File: config.mk
export PLATFORM = sky130hd
export DESIGN_NAME = operand_fetch_arbiter
export DESIGN_NICKNAME = d
export VERILOG_FILES = /design/src/rtl/operand_fetch_arbiter.sv
export SDC_FILE = /design/constraint.sdc
export NUM_CORES = 1
export LEC_CHECK = 0
export CAP_MARGIN = 30
export CORE_MARGIN = 5
export CORE_UTILIZATION = 40
export CTS_CLUSTER_DIAMETER = 150
export DETAILED_ROUTE_END_ITERATION = 16
export PLACE_DENSITY_LB_ADDON = 0.12
export SYNTH_ARGS = -nofsm -noshare
export SYNTH_HDL_FRONTEND = slang
export SYNTH_SLANG_ARGS = --single-unit
File: constraint.sdc
create_clock -name clk -period 2.8 [get_ports clk]
set_input_delay 0.56 -clock clk [delete_from_list [all_inputs] [get_ports clk]]
set_output_delay 0.56 -clock clk [all_outputs]
set_load 0.05 [all_outputs]
File: src/rtl/operand_fetch_arbiter.sv
// ---------------------------------------------------------------------------
// operand_fetch_arbiter
//
// Two requesters share one two-port register file. Each accepted request
// fetches two operands (a and b), and the pair is returned as one response.
// Only one fetch is in flight at a time. Round-robin arbitration decides
// which requester wins when both ask in the same cycle.
//
// Ports
//   clk, reset          : clock and synchronous active-high reset
//   reqN_valid          : fetch request from requester N (N = 0, 1)
//   reqN_addr_a/_b      : operand addresses from requester N
//   reqN_ready          : requester N's request is accepted this cycle
//   rf_addr_a/_b        : registered addresses sent to the register file
//   rf_a, rf_b          : combinational read data from the register file
//   rsp_valid, rsp_id   : response available, and the requester that owns it
//   rsp_a, rsp_b        : fetched operands
//   rsp_ready           : the consumer takes the response
//   busy                : a fetch is in flight (state is not IDLE)
// ---------------------------------------------------------------------------
module operand_fetch_arbiter #(
  parameter int DATA_W = 16,
  parameter int ADDR_W = 4
) (
  input  logic              clk,
  input  logic              reset,
  input  logic              req0_valid,
  input  logic [ADDR_W-1:0] req0_addr_a,
  input  logic [ADDR_W-1:0] req0_addr_b,
  output logic              req0_ready,
  input  logic              req1_valid,
  input  logic [ADDR_W-1:0] req1_addr_a,
  input  logic [ADDR_W-1:0] req1_addr_b,
  output logic              req1_ready,
  output logic [ADDR_W-1:0] rf_addr_a,
  output logic [ADDR_W-1:0] rf_addr_b,
  input  logic [DATA_W-1:0] rf_a,
  input  logic [DATA_W-1:0] rf_b,
  output logic              rsp_valid,
  output logic              rsp_id,
  output logic [DATA_W-1:0] rsp_a,
  output logic [DATA_W-1:0] rsp_b,
  input  logic              rsp_ready,
  output logic              busy
);

  localparam logic [1:0] ST_IDLE  = 2'd0;
  localparam logic [1:0] ST_FETCH = 2'd1;
  localparam logic [1:0] ST_HOLD  = 2'd2;

  logic [1:0]        state_q, state_d;
  logic              last_grant_q, last_grant_d;
  logic [ADDR_W-1:0] rf_addr_a_q, rf_addr_a_d;
  logic [ADDR_W-1:0] rf_addr_b_q, rf_addr_b_d;
  logic              rsp_valid_q, rsp_valid_d;
  logic              rsp_id_q, rsp_id_d;
  logic [DATA_W-1:0] rsp_a_q, rsp_a_d;
  logic [DATA_W-1:0] rsp_b_q, rsp_b_d;

  logic idle_ok;
  logic grant0;
  logic grant1;

  // Grants are only offered in IDLE and never while reset is high. When both
  // requesters ask at once, the one that did not win last time gets the grant.
  always_comb begin
    idle_ok = (state_q == ST_IDLE) && !reset;
    grant0  = idle_ok && req0_valid && (!req1_valid || last_grant_q);
    grant1  = idle_ok && req1_valid && (!req0_valid || !last_grant_q);
  end

  always_comb begin
    state_d      = state_q;
    last_grant_d = last_grant_q;
    rf_addr_a_d  = rf_addr_a_q;
    rf_addr_b_d  = rf_addr_b_q;
    rsp_valid_d  = rsp_valid_q;
    rsp_id_d     = rsp_id_q;
    rsp_a_d      = rsp_a_q;
    rsp_b_d      = rsp_b_q;
    case (state_q)
      ST_IDLE: begin
        // Accept: latch the winner's addresses; the requester may change
        // them from the next cycle on without affecting this fetch.
        if (grant0 || grant1) begin
          state_d      = ST_FETCH;
          last_grant_d = grant1;
          rsp_id_d     = grant1;
          rf_addr_a_d  = grant1 ? req1_addr_a : req0_addr_a;
          rf_addr_b_d  = grant1 ? req1_addr_b : req0_addr_b;
        end
      end
      ST_FETCH: begin
        // Register-file data is valid for the registered addresses now.
        rsp_a_d     = rf_a;
        rsp_b_d     = rf_b;
        rsp_valid_d = 1'b1;
        state_d     = ST_HOLD;
      end
      ST_HOLD: begin
        if (rsp_ready) begin
          rsp_valid_d = 1'b0;
          state_d     = ST_IDLE;
        end
      end
      default: state_d = ST_IDLE;
    endcase
  end

  always_ff @(posedge clk) begin
    if (reset) begin
      state_q      <= ST_IDLE;
      last_grant_q <= 1'b1;
      rf_addr_a_q  <= '0;
      rf_addr_b_q  <= '0;
      rsp_valid_q  <= 1'b0;
      rsp_id_q     <= 1'b0;
      rsp_a_q      <= '0;
      rsp_b_q      <= '0;
    end else begin
      state_q      <= state_d;
      last_grant_q <= last_grant_d;
      rf_addr_a_q  <= rf_addr_a_d;
      rf_addr_b_q  <= rf_addr_b_d;
      rsp_valid_q  <= rsp_valid_d;
      rsp_id_q     <= rsp_id_d;
      rsp_a_q      <= rsp_a_d;
      rsp_b_q      <= rsp_b_d;
    end
  end

  assign req0_ready = grant0;
  assign req1_ready = grant1;
  assign rf_addr_a  = rf_addr_a_q;
  assign rf_addr_b  = rf_addr_b_q;
  assign rsp_valid  = rsp_valid_q;
  assign rsp_id     = rsp_id_q;
  assign rsp_a      = rsp_a_q;
  assign rsp_b      = rsp_b_q;
  assign busy       = (state_q != ST_IDLE);

endmodule

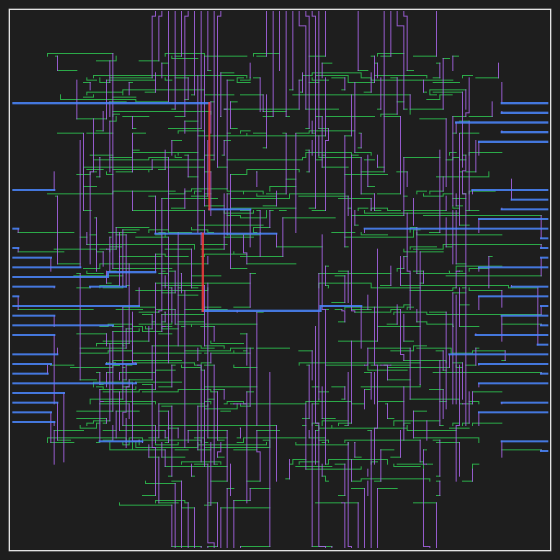
*Routed metal, one color a layer, run 1*
- red: met4 (wire length 25.8 um)
- purple: met2 (wire length 2,310 um)
- green: met1 (wire length 2,170 um)
- blue: met3 (wire length 441 um)
wire length per cell: 14.0 um
GRT Total Usage: 16.6%

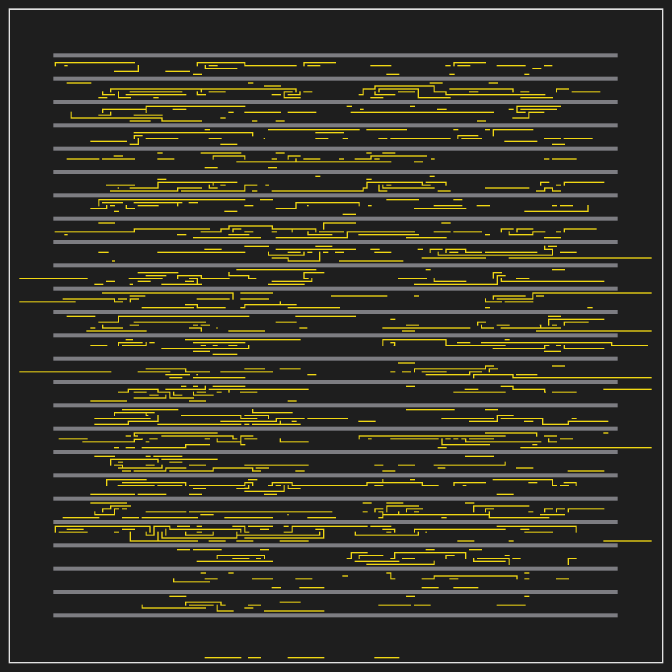
*Metal 1, run 1*
Supply wires on this layer in gray.
- main direction: horizontal
- wire length on this layer: 2,170 um
- share of all routed wire: 44%
Vias: 1,735
drt total wl: 4950 um
GR met1 Demand/Resource: 21.1%

==> results.txt, run 1 <==
Adder Area Share = 0%
ys async rst share = 0%
Comb. pwr = 491 uW
Slew Limit Headroom = 52.6%
logic area = 738 um^2
Non-clock buffer share = 36.5%
Peak VDD IR = 0.361 mV
crit-path max FO = 11
fillers = 393
# DRC = 0
Die Width = 76.0 um
DR top layer = met4
Layout clock area frac = 2.62%
yosys stat area = 0.00174 mm^2
Hold Fails Final Rpt = 0
final net count = 356
top comb family, area = AND-OR/OR-AND gates
status = complete, no violations
top_reg_cell synth = dfxtp_1
Sink Count = 45
Root Buffer = clkbuf_8
cell area after placement = 0.00274 mm^2
postcts setup bufs = 0
Post-synth mux share = 0%
switching share of total power = 33.5%
ys flops = 45
Clk. pwr = 372 uW
WS Path Type = reg -> out
Finish-stage setup viols = 0
Area contributors post-synth = dfxtp_1 52%, nand2_1 14%, a21oi_1 12%
GRT met3 Usage = 6.50%
Clock Skews = 4.98 ps
# diodes = 0
Seq share, synth = 51.7%
dpl cells = 348
total of max-cap violations = 0
CLK BUF = 5
Fmax achieved = 432 MHz
Cell Rows = 24
Max stage delay on crit path = 550 ps
CTS Buf Count = 5
maximum clock path buffer count = 2
XOR/XNOR Area Share = 0%
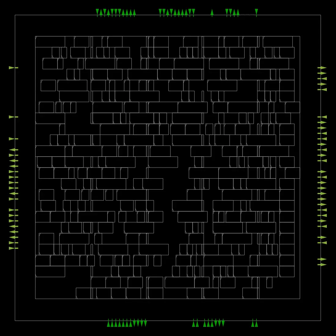
*Cell placement, run 1*
registers: 45
final std cells w/o fill: 354
# Taps: 52

## run 1: logic make-up after synthesis
| logic type | Yosys count |
|---|---|
| AND-OR/OR-AND | 64 |
| AND/OR/NAND/NOR | 83 |
| flip-flops | 45 |
| buffers and inverters | 21 |
## run 1: cells in the mapped netlist, drive strengths merged (2+ instances only)
cell type and n:
dfxtp 45, nor2 2, buf 14, clkbuf 4, o21ai 10, a311oi 8
nand3 8, a21oi 42, or2 2, nand2 64, inv 3
## run 1: critical path: cells and delay by family, from the launching register on
family | cells | cell delay [ps]
flip-flops | 1 | 380
AND-OR/OR-AND | 1 | 340
AND/OR/NAND/NOR | 1 | 550
buffers and inverters | 1 | 180
### Cell classes on the final placement, run 1

Bar = 20 um. Fill, decap, tap and diode cells in gray.
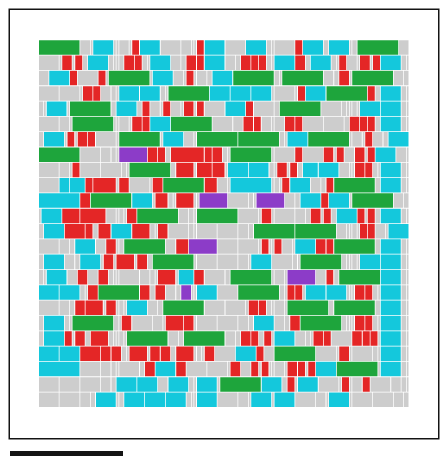

--- run 2 (diff from run 1) ---
- CORE_UTILIZATION: 40 -> 38
- clock period: 2.8 -> 2.2 ns (I/O delays scaled with it)
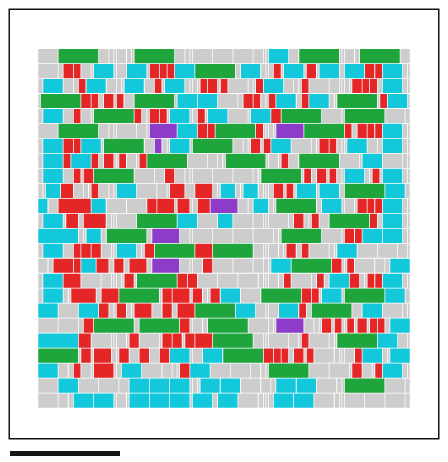
*Cell classes on the final placement, run 2*
Bar = 20 um. Fill, decap, tap and diode cells in gray.
- green: flops (cells 45; share of their area 32%)
- red: all other logic (cells 150; share of their area 27%)
- purple: clock drivers and dummy loads (cells 7; share of their area 3.1%)
- cyan: other buffers and delay cells (cells 104; share of their area 37%)
post-layout util: 64.3%
design area: 0.00284 mm^2
core area: 0.00441 mm^2
Cell Rows: 24

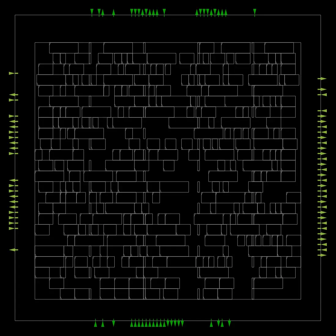
*Cell placement, run 2*
final std cells w/o fill: 358
Seq area share: 31.7%
fillers: 400

==> run 2 against run 1 <==
Effect of this change:
- first-iteration DRC count is 47% lower
- wire length up 1.1%
- core utilization decreased by 1.3 points
- critical path depth grew 1
- cell area rose by 0.80%
- register-to-register slack worse by 430 ps
- power increased by 30%
- synthesized cell count stayed put
- die area rose by 4.6%
- clock-buffer cell count is 2 higher
- clock power rose by 37%
- critical endpoint is now req1_ready
- highest routed layer unchanged
==> results.txt, run 2 <==
switching share of total power = 32.8% (-0.77 points)
Root Buffer = clkbuf_8
ys flops = 45 (unchanged)
Worst Reg-to-Reg Cells = 4
Crit path buffers/inverters = 2 (+1)
maximum clock path buffer count = 2 (unchanged)
yosys stat area = 0.00174 mm^2 (unchanged)
Comb. pwr = 629 uW (+28%)
Finish-stage setup viols = 0 (unchanged)
final net count = 359 (+0.84%)
total of max-cap violations = 0 (unchanged)
Sink Count = 45 (unchanged)
routed wl met3 = 428 um
Seq share, synth = 51.7% (unchanged)
GR Overflow Total = 0
Vias = 1,761 (+1.5%)
GRT Total Usage = 16.1% (-0.49 points)
Adder Area Share = 0% (unchanged)
Fmax achieved = 486 MHz
Hold Fails Final Rpt = 0 (unchanged)
floorplan net count = 266
Die Width = 77.7 um (+2.3%)
Max stage delay on crit path = 440 ps (-110 ps)
Area contributors post-synth = dfxtp_1 52%, nand2_1 14%, a21oi_1 12%
top comb family, area = AND-OR/OR-AND gates
met1 wire length = 2250 um
XOR/XNOR Area Share = 0% (unchanged)
ys async rst share = 0% (unchanged)
WS Path Type = reg -> out
Slew Limit Headroom = 65.0% (+12 points)
CTS tree = built
top_reg_cell synth = dfxtp_1
Synth top cell by count = nand2_1
postcts setup bufs = 0 (unchanged)
syn_area_per_cell = 8.18 um^2
Top Family by Delay on Critical Path = simple AND/OR/NAND/NOR gates
Clock Skews = 3.77 ps (-1.20 ps)
Crit path depth = 4 (+1)
HPWL Detailed = 3560 um
# diodes = 0 (unchanged)
Slew Limit Fails = 0
CTS Buf Count = 5 (unchanged)
Hold Startpoint = rsp_a[14]
share of total power in the clock network = 24.8%
crit-path max FO = 10 (-1)
vias per cell = 4.92
Peak VDD IR = 0.385 mV (+6.6%)
fin crit share = 93.5%
status = complete, no violations
wire length per cell = 14.0 um (about the same)
met2 WL = 2260 um
Top power group = registers
drt total wl = 5010 um (+1.1%)
Clk. pwr = 508 uW (+37%)
Post-synth mux share = 0% (unchanged)
Commonest Layout Cell = clkdlybuf4s50_1
Post-Syn Instances = 213
DR top layer = met4
# DRC = 0 (unchanged)
cell area after placement = 0.00275 mm^2 (+0.36%)
run 2: cell counts after synthesis:
Identical to the previous run, type by type.
run 2: layout make-up:
class                   count  area (um^2)
fillers                   400         1570
repair buffers            104         1040
flip-flops and latches     45          901
multi-input cells         147          741
clock buffers               7         86.3
well taps                  52         65.1
inverters                   3         11.3
run 2: per-stage QoR:
stage	hold WS, ps	std cells	setup slack, ps	util, %
floorplan	508	213	102	-
global placement	441	351	199	62.4
detailed placement	446	351	186	62.4
CTS	457	358	129	64.3
global route	471	358	53.3	64.3
finish	452	358	144	64.3
run 2: per-layer routing:
layer	vias to the layer above	global-route usage, %
li1	898	-
met1	798	20.7
met2	58	24.6
met3	7	5.79
met4	0	6.19
met5	-	0
Power and IR drop assume default switching activity.
